<file path="src/rtl/music_pkg.sv">
`default_nettype none
// ============================================================================
// Module   : music_pkg
// Purpose  : Shared types and ROM word layout for the song sequencer.
// Revision : 1.0
// ============================================================================
package music_pkg;

    localparam int NOTE_W = 6;
    localparam int DUR_W  = 6;
    localparam int ROM_W  = NOTE_W + DUR_W;

    localparam int NOTE_HI = 11;
    localparam int NOTE_LO = 6;
    localparam int DUR_HI  = 5;
    localparam int DUR_LO  = 0;

    typedef enum logic [2:0] {
        ST_IDLE  = 3'd0,
        ST_FETCH = 3'd1,
        ST_LOAD  = 3'd2,
        ST_PLAY  = 3'd3,
        ST_STOP  = 3'd4
    } seq_state_t;

    function automatic logic [NOTE_W-1:0] word_note(input logic [ROM_W-1:0] w);
        return w[NOTE_HI:NOTE_LO];
    endfunction

    function automatic logic [DUR_W-1:0] word_dur(input logic [ROM_W-1:0] w);
        return w[DUR_HI:DUR_LO];
    endfunction

endpackage
`default_nettype wire

</file>
<file path="src/rtl/note_sequencer_if.sv">
`default_nettype none
// ============================================================================
// Module   : note_sequencer_if
// Purpose  : Control, ROM and note-output bundle of the song sequencer.
// Revision : 1.0
// ============================================================================
interface note_sequencer_if #(
    parameter int ADDR_W = 8
);
    import music_pkg::*;

    logic                start;
    logic                song_done;
    logic [ADDR_W-1:0]   rom_addr;
    logic [ROM_W-1:0]    rom_data;
    logic [NOTE_W-1:0]   note_code;
    logic [DUR_W-1:0]    duration;
    logic                co;
    logic                note_valid;
    logic                playing;

    modport master (
        output start, song_done, rom_data,
        input  rom_addr, note_code, duration, co, note_valid, playing
    );

    modport slave (
        input  start, song_done, rom_data,
        output rom_addr, note_code, duration, co, note_valid, playing
    );

endinterface
`default_nettype wire

</file>
<file path="src/rtl/beat_prescaler.sv">
`default_nettype none
// ============================================================================
// Module   : beat_prescaler
// Purpose  : One-cycle tick every BEAT_DIV enabled cycles; clear restarts count.
// Revision : 1.0
// ============================================================================
module beat_prescaler #(
    parameter int BEAT_DIV = 12500
) (
    input  logic clk,
    input  logic rst,
    input  logic clear,
    input  logic enable,
    output logic tick
);

    localparam int               CNT_W   = (BEAT_DIV > 1) ? $clog2(BEAT_DIV) : 1;
    localparam logic [CNT_W-1:0] CNT_MAX = CNT_W'(BEAT_DIV - 1);

    logic [CNT_W-1:0] cnt_q;
    logic [CNT_W-1:0] cnt_d;

    always_comb begin
        cnt_d = cnt_q;
        tick  = 1'b0;
        if (clear) begin
            cnt_d = '0;
        end else if (enable) begin
            if (cnt_q == CNT_MAX) begin
                cnt_d = '0;
                tick  = 1'b1;
            end else begin
                cnt_d = cnt_q + CNT_W'(1);
            end
        end
    end

    always_ff @(posedge clk) begin
        if (rst) begin
            cnt_q <= '0;
        end else begin
            cnt_q <= cnt_d;
        end
    end

endmodule
`default_nettype wire

</file>
<file path="src/rtl/note_sequencer.sv">
`default_nettype none
// ============================================================================
// Module   : note_sequencer
// Purpose  : Steps through the song ROM, holding each note for its beat count.
//            Build option NOTE_SEQ_LOOP_EN: address wrap loops the song
//            instead of stopping.
// Revision : 1.0
// ============================================================================
module note_sequencer
    import music_pkg::*;
#(
    parameter int ADDR_W   = 8,
    parameter int BEAT_DIV = 12500
) (
    input  logic             clk,
    input  logic             rst,
    note_sequencer_if.slave  sif
);

    localparam logic [ADDR_W-1:0] ADDR_MAX = '1;

    seq_state_t          state_q,     state_d;
    logic [ADDR_W-1:0]   rom_addr_q,  rom_addr_d;
    logic [NOTE_W-1:0]   note_code_q, note_code_d;
    logic [DUR_W-1:0]    duration_q,  duration_d;
    logic [DUR_W-1:0]    beat_q,      beat_d;
    logic                co_q,        co_d;

    logic                tick;
    logic                presc_clear;
    logic                presc_en;
    logic [NOTE_W-1:0]   rom_note;
    logic [DUR_W-1:0]    rom_dur;

    assign rom_note    = word_note(sif.rom_data);
    assign rom_dur     = word_dur(sif.rom_data);
    assign presc_clear = (state_q == ST_LOAD);
    assign presc_en    = (state_q == ST_PLAY);

    beat_prescaler #(
        .BEAT_DIV (BEAT_DIV)
    ) u_beat_prescaler (
        .clk    (clk),
        .rst    (rst),
        .clear  (presc_clear),
        .enable (presc_en),
        .tick   (tick)
    );

    always_comb begin
        state_d     = state_q;
        rom_addr_d  = rom_addr_q;
        note_code_d = note_code_q;
        duration_d  = duration_q;
        beat_d      = beat_q;
        co_d        = 1'b0;

        case (state_q)
            ST_IDLE, ST_STOP: begin
                if (sif.start) begin
                    state_d    = ST_FETCH;
                    rom_addr_d = '0;
                end
            end
            ST_FETCH: begin
                state_d = sif.song_done ? ST_STOP : ST_LOAD;
            end
            ST_LOAD: begin
                if (sif.song_done || rom_dur == '0) begin
                    state_d = ST_STOP;
                end else begin
                    state_d     = ST_PLAY;
                    note_code_d = rom_note;
                    duration_d  = rom_dur;
                    beat_d      = rom_dur;
                end
            end
            ST_PLAY: begin
                if (sif.song_done) begin
                    state_d = ST_STOP;
                end else if (tick) begin
                    if (beat_q == DUR_W'(1)) begin
                        rom_addr_d = rom_addr_q + ADDR_W'(1);
                        state_d    = ST_FETCH;
                        if (rom_addr_q == ADDR_MAX) begin
                            co_d = 1'b1;
`ifdef NOTE_SEQ_LOOP_EN
                            state_d = ST_FETCH;
`else
                            state_d = ST_STOP;
`endif
                        end
                    end
                    beat_d = beat_q - DUR_W'(1);
                end
            end
            default: begin
                state_d = ST_IDLE;
            end
        endcase

        // Every entry into (or stay in) STOP blanks the presented note.
        if (state_d == ST_STOP) begin
            note_code_d = '0;
            duration_d  = '0;
        end
    end

    always_ff @(posedge clk) begin
        if (rst) begin
            state_q     <= ST_IDLE;
            rom_addr_q  <= '0;
            note_code_q <= '0;
            duration_q  <= '0;
            beat_q      <= '0;
            co_q        <= 1'b0;
        end else begin
            state_q     <= state_d;
            rom_addr_q  <= rom_addr_d;
            note_code_q <= note_code_d;
            duration_q  <= duration_d;
            beat_q      <= beat_d;
            co_q        <= co_d;
        end
    end

    assign sif.rom_addr   = rom_addr_q;
    assign sif.note_code  = note_code_q;
    assign sif.duration   = duration_q;
    assign sif.co         = co_q;
    assign sif.note_valid = (state_q == ST_PLAY);
    assign sif.playing    = (state_q == ST_FETCH) || (state_q == ST_LOAD) ||
                            (state_q == ST_PLAY);

endmodule
`default_nettype wire

</file>
<file path="src/flat_wrapper.sv">
// flat-port wrapper written by rule: the top's interface ports become plain ports
module note_sequencer_flat import music_pkg::*;
#(
    parameter int ADDR_W   = 8,
    parameter int BEAT_DIV = 12500
)
  (clk, rst, sif_start, sif_song_done, sif_rom_data, sif_rom_addr, sif_note_code, sif_duration, sif_co, sif_note_valid, sif_playing);
  note_sequencer_if #(.ADDR_W(ADDR_W)) sif_i ();
  input  logic clk;
  input  logic rst;
  input wire logic [$bits(sif_i.start)-1:0] sif_start;
  input wire logic [$bits(sif_i.song_done)-1:0] sif_song_done;
  input wire logic [$bits(sif_i.rom_data)-1:0] sif_rom_data;
  output wire logic [$bits(sif_i.rom_addr)-1:0] sif_rom_addr;
  output wire logic [$bits(sif_i.note_code)-1:0] sif_note_code;
  output wire logic [$bits(sif_i.duration)-1:0] sif_duration;
  output wire logic [$bits(sif_i.co)-1:0] sif_co;
  output wire logic [$bits(sif_i.note_valid)-1:0] sif_note_valid;
  output wire logic [$bits(sif_i.playing)-1:0] sif_playing;
  assign sif_i.start = sif_start;
  assign sif_i.song_done = sif_song_done;
  assign sif_i.rom_data = sif_rom_data;
  assign sif_rom_addr = sif_i.rom_addr;
  assign sif_note_code = sif_i.note_code;
  assign sif_duration = sif_i.duration;
  assign sif_co = sif_i.co;
  assign sif_note_valid = sif_i.note_valid;
  assign sif_playing = sif_i.playing;
  note_sequencer #(.ADDR_W(ADDR_W), .BEAT_DIV(BEAT_DIV)) u_core (.clk(clk), .rst(rst), .sif(sif_i));
endmodule
</file>
<file path="config.mk">
export PLATFORM = sky130hd
export DESIGN_NAME = note_sequencer_flat
export DESIGN_NICKNAME = d
export VERILOG_FILES = /design/src/rtl/music_pkg.sv /design/src/rtl/note_sequencer_if.sv /design/src/rtl/beat_prescaler.sv /design/src/rtl/note_sequencer.sv /design/src/flat_wrapper.sv
export SDC_FILE = /design/constraint.sdc
export NUM_CORES = 1
export LEC_CHECK = 0
export ABC_CLOCK_PERIOD_IN_PS = 2600
export CORE_MARGIN = 10
export CORE_UTILIZATION = 47
export DETAILED_ROUTE_END_ITERATION = 16
export PLACE_DENSITY = 0.79
export SLEW_MARGIN = 15
export SYNTH_ARGS = -nofsm -noshare
export SYNTH_HDL_FRONTEND = slang
export SYNTH_HIERARCHICAL = 1
export SYNTH_SLANG_ARGS = --single-unit
</file>
<file path="constraint.sdc">
create_clock -name clk -period 2.6 [get_ports clk]
set_input_delay 0.52 -clock clk [delete_from_list [all_inputs] [get_ports clk]]
set_output_delay 0.52 -clock clk [all_outputs]
set_load 0.01 [all_outputs]
</file>
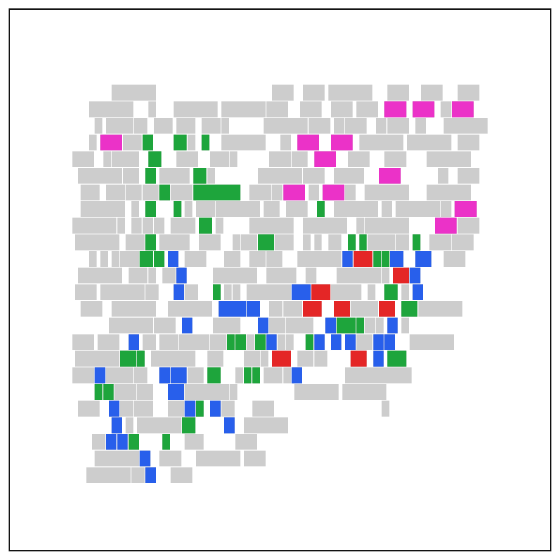
(images/logic_types.png)
family	color	cells
nand cells	green	42
non-inverting ao/oa cells	red	8
aoi and oai cells	blue	37
mux cells	magenta	12
non-filler instance count after layout: 354
proportion of cell area occupied by multi-input gates: 0.433
most numerous logic cell after layout: dfxtp_1

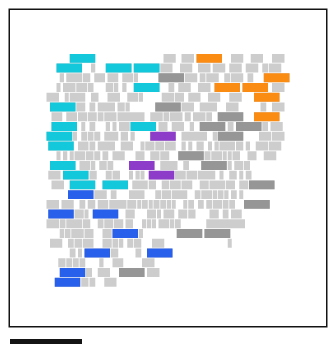
(images/flops_by_reg.png)
Bar = 20 um. Other sequential cells in the stronger gray, the rest of the logic in the fainter gray.
signal	color	sequential cells
u_core/sif.rom_addr	blue	8
u_core/state_q	purple	3
u_core/u_beat_prescaler/cnt_q	cyan	14
u_core/sif.note_code	orange	6
not colored	13
register cell area after layout: 881 um2
final standard cell utilization of the core: 0.631
sequential cell area share: 0.314
sequential logic power: 0.683 mW

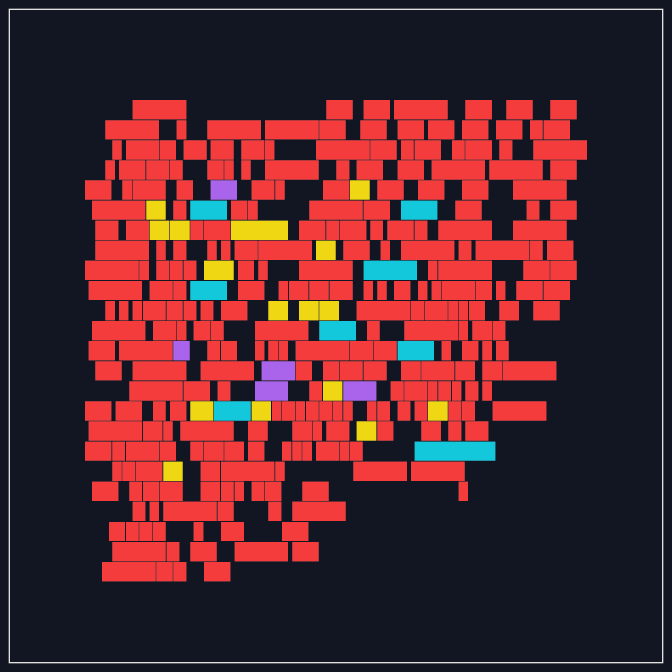
(images/sizes.png)
size	color	cells	most used
_6 and larger	cyan	8	clkbuf_8
_2 cells	purple	5	and4bb_2
_3 and _4 cells	yellow	16	buf_4
_0 and _1 cells	red	273	dfxtp_1

==> results_dict.tcl <==
# flow metrics
set metrics [dict create \
    power.clock.fraction 0.415 \
    hold_depth 2 \
    worst-setup-path-type "register to register" \
    worstPathArrival_ps 2670 \
    pin_count 39 \
    floorplan.core_area_um2 4440 \
    postSynthSeqShare 0.402 \
    grt-ovfl-total 0 \
    timing.critical_path.from "u_core/u_beat_prescaler/cnt_q[0]$_SDFFE_PP0P_" \
    cts_buffers 5 \
    synthesis.area_um2 2190 \
    grt_first_pass_wirelength_um 9310 \
    critical-path-slowest-cell "dfxtp_1" \
    post_synth_ao_oa_area_fraction 0.121 \
    io_buffer_count 38 \
    post_cts.repair.setup_buffers 0 \
    maximum_number_of_pins_on_one_net_before_global_route_repair 16 \
    comb_area_um2 1210 \
    fraction_of_layout_cells_with_a_size_suffix_above_1 0.0960 \
    ys_area_um2 2190 \
    hold_start "u_core/sif.duration[0]$_SDFFE_PP0N_" \
    dominantRegCellSynth "dfxtp_1" \
    power.share.switching 0.230 \
    post-place-cells 346 \
    p_clk_mw 0.564 \
    route.met3.wl_um 344 \
    power.combinational.total_mw 0.113 \
    clock_area_frac 0.0433 \
    p_seq_frac 0.502 \
    antenna_violations_before_repair 0 \
    hold_path_class "register to register" \
    area_share_nonclk_buffers 0.178 \
    synth_xor_xnor_area_share 0.0479 \
    path_buffers 1 \
    worst_setup_path_end_kind "register" \
    crit_path_end "u_core/sif.rom_addr[3]$_SDFFE_PP0P_" \
    timing.critical_path.from_type "register" \
    unique_cell_type_count_in_the_yosys_netlist 44 \
    die.size.y_um 88.3 \
    synth_flop_count 44 \
    setup_violations 0 \
    r2r-start "u_core/u_beat_prescaler/cnt_q[0]$_SDFFE_PP0P_" \
    clock_buffer_count 6 \
    post-route-min-period_ps 2440 \
    flop-count 44 \
    cp_cell_sequence "ha_1, nor4bb_1, nand4_1, nor2_1, and4bb_2, a31oi_2, buf_4, or3_1, a21oi_1" \
    enable_flop_cells 0 \
    first_global_vias 1993 \
    combinationalPowerShare 0.083 \
    setup_total_negative_slack_ps 0 \
    finalInstanceArea_um2 2810 \
    largestPowerGroup "registers" \
    dp_worst_setup_slack_ps 137 \
    power_density_nw_per_um2 485 \
    wl_met1_um 2260 \
    die-width_um 88.3 \
    cell_internal_pwr_mw 1.05 \
    grt_setup_unrepaired "no" \
    detailed_routing_iteration_count_for_the_pre_antenna_repair_pass 4 \
    r2r-end "u_core/sif.rom_addr[3]$_SDFFE_PP0P_" \
    synth.top_cells.by_area "dfxtp_1, mux2i_1, nor2_1" \
    clkTransAtPathRegs_ps 90 \
    layout.filler_cells 402 \
    finalClockPeriodUsage 0.939 \
    cp_top_family "simple AND/OR/NAND/NOR gates" \
    areaGrowthSynthToFinish_pct 27.9 \
    worst_hold_slack_ps 481 \
    net_switching_power_mw 0.313 \
    holdPathEnd "u_core/sif.duration[0]$_SDFFE_PP0N_" \
    insertedDiodeCount 0 \
    netlist.area_leader.share 0.402 \
    synth_area_per_cell_um2 8.64 \
    netlist_instances 254 \
    n_multi_input_combinational_cell 191 \
    top_area_cell "dfxtp_1" \
    ctsResizeCount 0 \
    static-leakage-power_nw 1.05 \
    warnings 28 \
    nNonClkInverters 7 \
    use_met2 0.255 \
    cts.htree.levels 2 \
    simple_gate_area_frac 0.298 \
    finalMaxSlewViolations 0 \
    dominant-cell-class "logic gates" \
    cp_data_required_time_ps 2830 \
    cap_violations 0 \
    gp_routability_congestion 0.866 \
    lay_top_cells "dfxtp_1, clkdlybuf4s50_1, nor2_1" \
    worst_skew_pair.late_latency_ps 300 \
    critical-path-max-stage-delay_ps 350 \
    fin_nets 322 \
    detail_route.iter0.violations 160 \
    n_tap_cell 52 \
    critPathMaxFanout 9 \
    setup.reg_to_reg.worst_slack_ps 160 \
    root_buffer "clkbuf_8" \
    result_of_the_run "completed" \
    crit_cells 9 \
    antenna_violating_nets_post_route 0 \
    clock-skew-final_ps 8.46 \
    die_area_um2 7800 \
    synth.cellmix.adderShare 0.0285 \
    total_power_mw 1.36 \
    dp_hpwl_um 4030 \
    routed-wl-met2_um 2890 \
    ys_sh_mux 0.0548 \
    async_flop_share 0 \
    vias_per_inst 5.88 \
    synth_stat.cells 254 \
    tritoncts "built" \
    worst_ir_drop_vdd_v 0.000347 \
    floorplan.core_util 0.494 \
    post_route_drc 0 \
    cts_hold_buf 0 \
    synthesis_warning_total 6 \
    mappedNetlistNets 275 \
    tightestPinTransition_ps 560 \
    finalHoldViolCount 0 \
    final_setup_slack_of_the_worst_path_ps 160 \
    grt_most_used_layer "met2" \
    synth.comb.largest_family "simple AND/OR/NAND/NOR gates" \
    common_cells "dfxtp_1, nor2_1, a21oi_1" \
    clock_sink_count 44 \
]
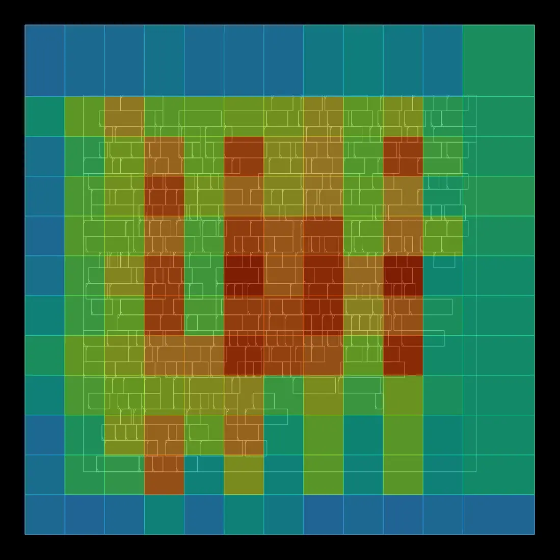
(images/congestion.png)
met1 usage in global routing: 0.169
GR Util met3: 0.0460

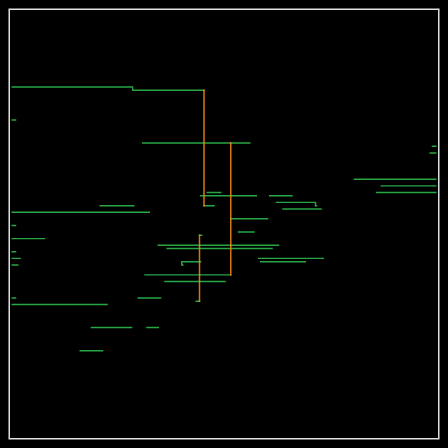
(images/wires.png)
Only two layers are drawn.
layer	color	wire length
metal 3	green	345 um
metal 4	orange	64.6 um
detail-routed net length per standard cell: 15.7 um
routed wire length: 5550 um
vias after detailed routing: 2082
Total Routing Usage GR: 0.146

No activity file was given, so power comes from the tool's default toggle rates.
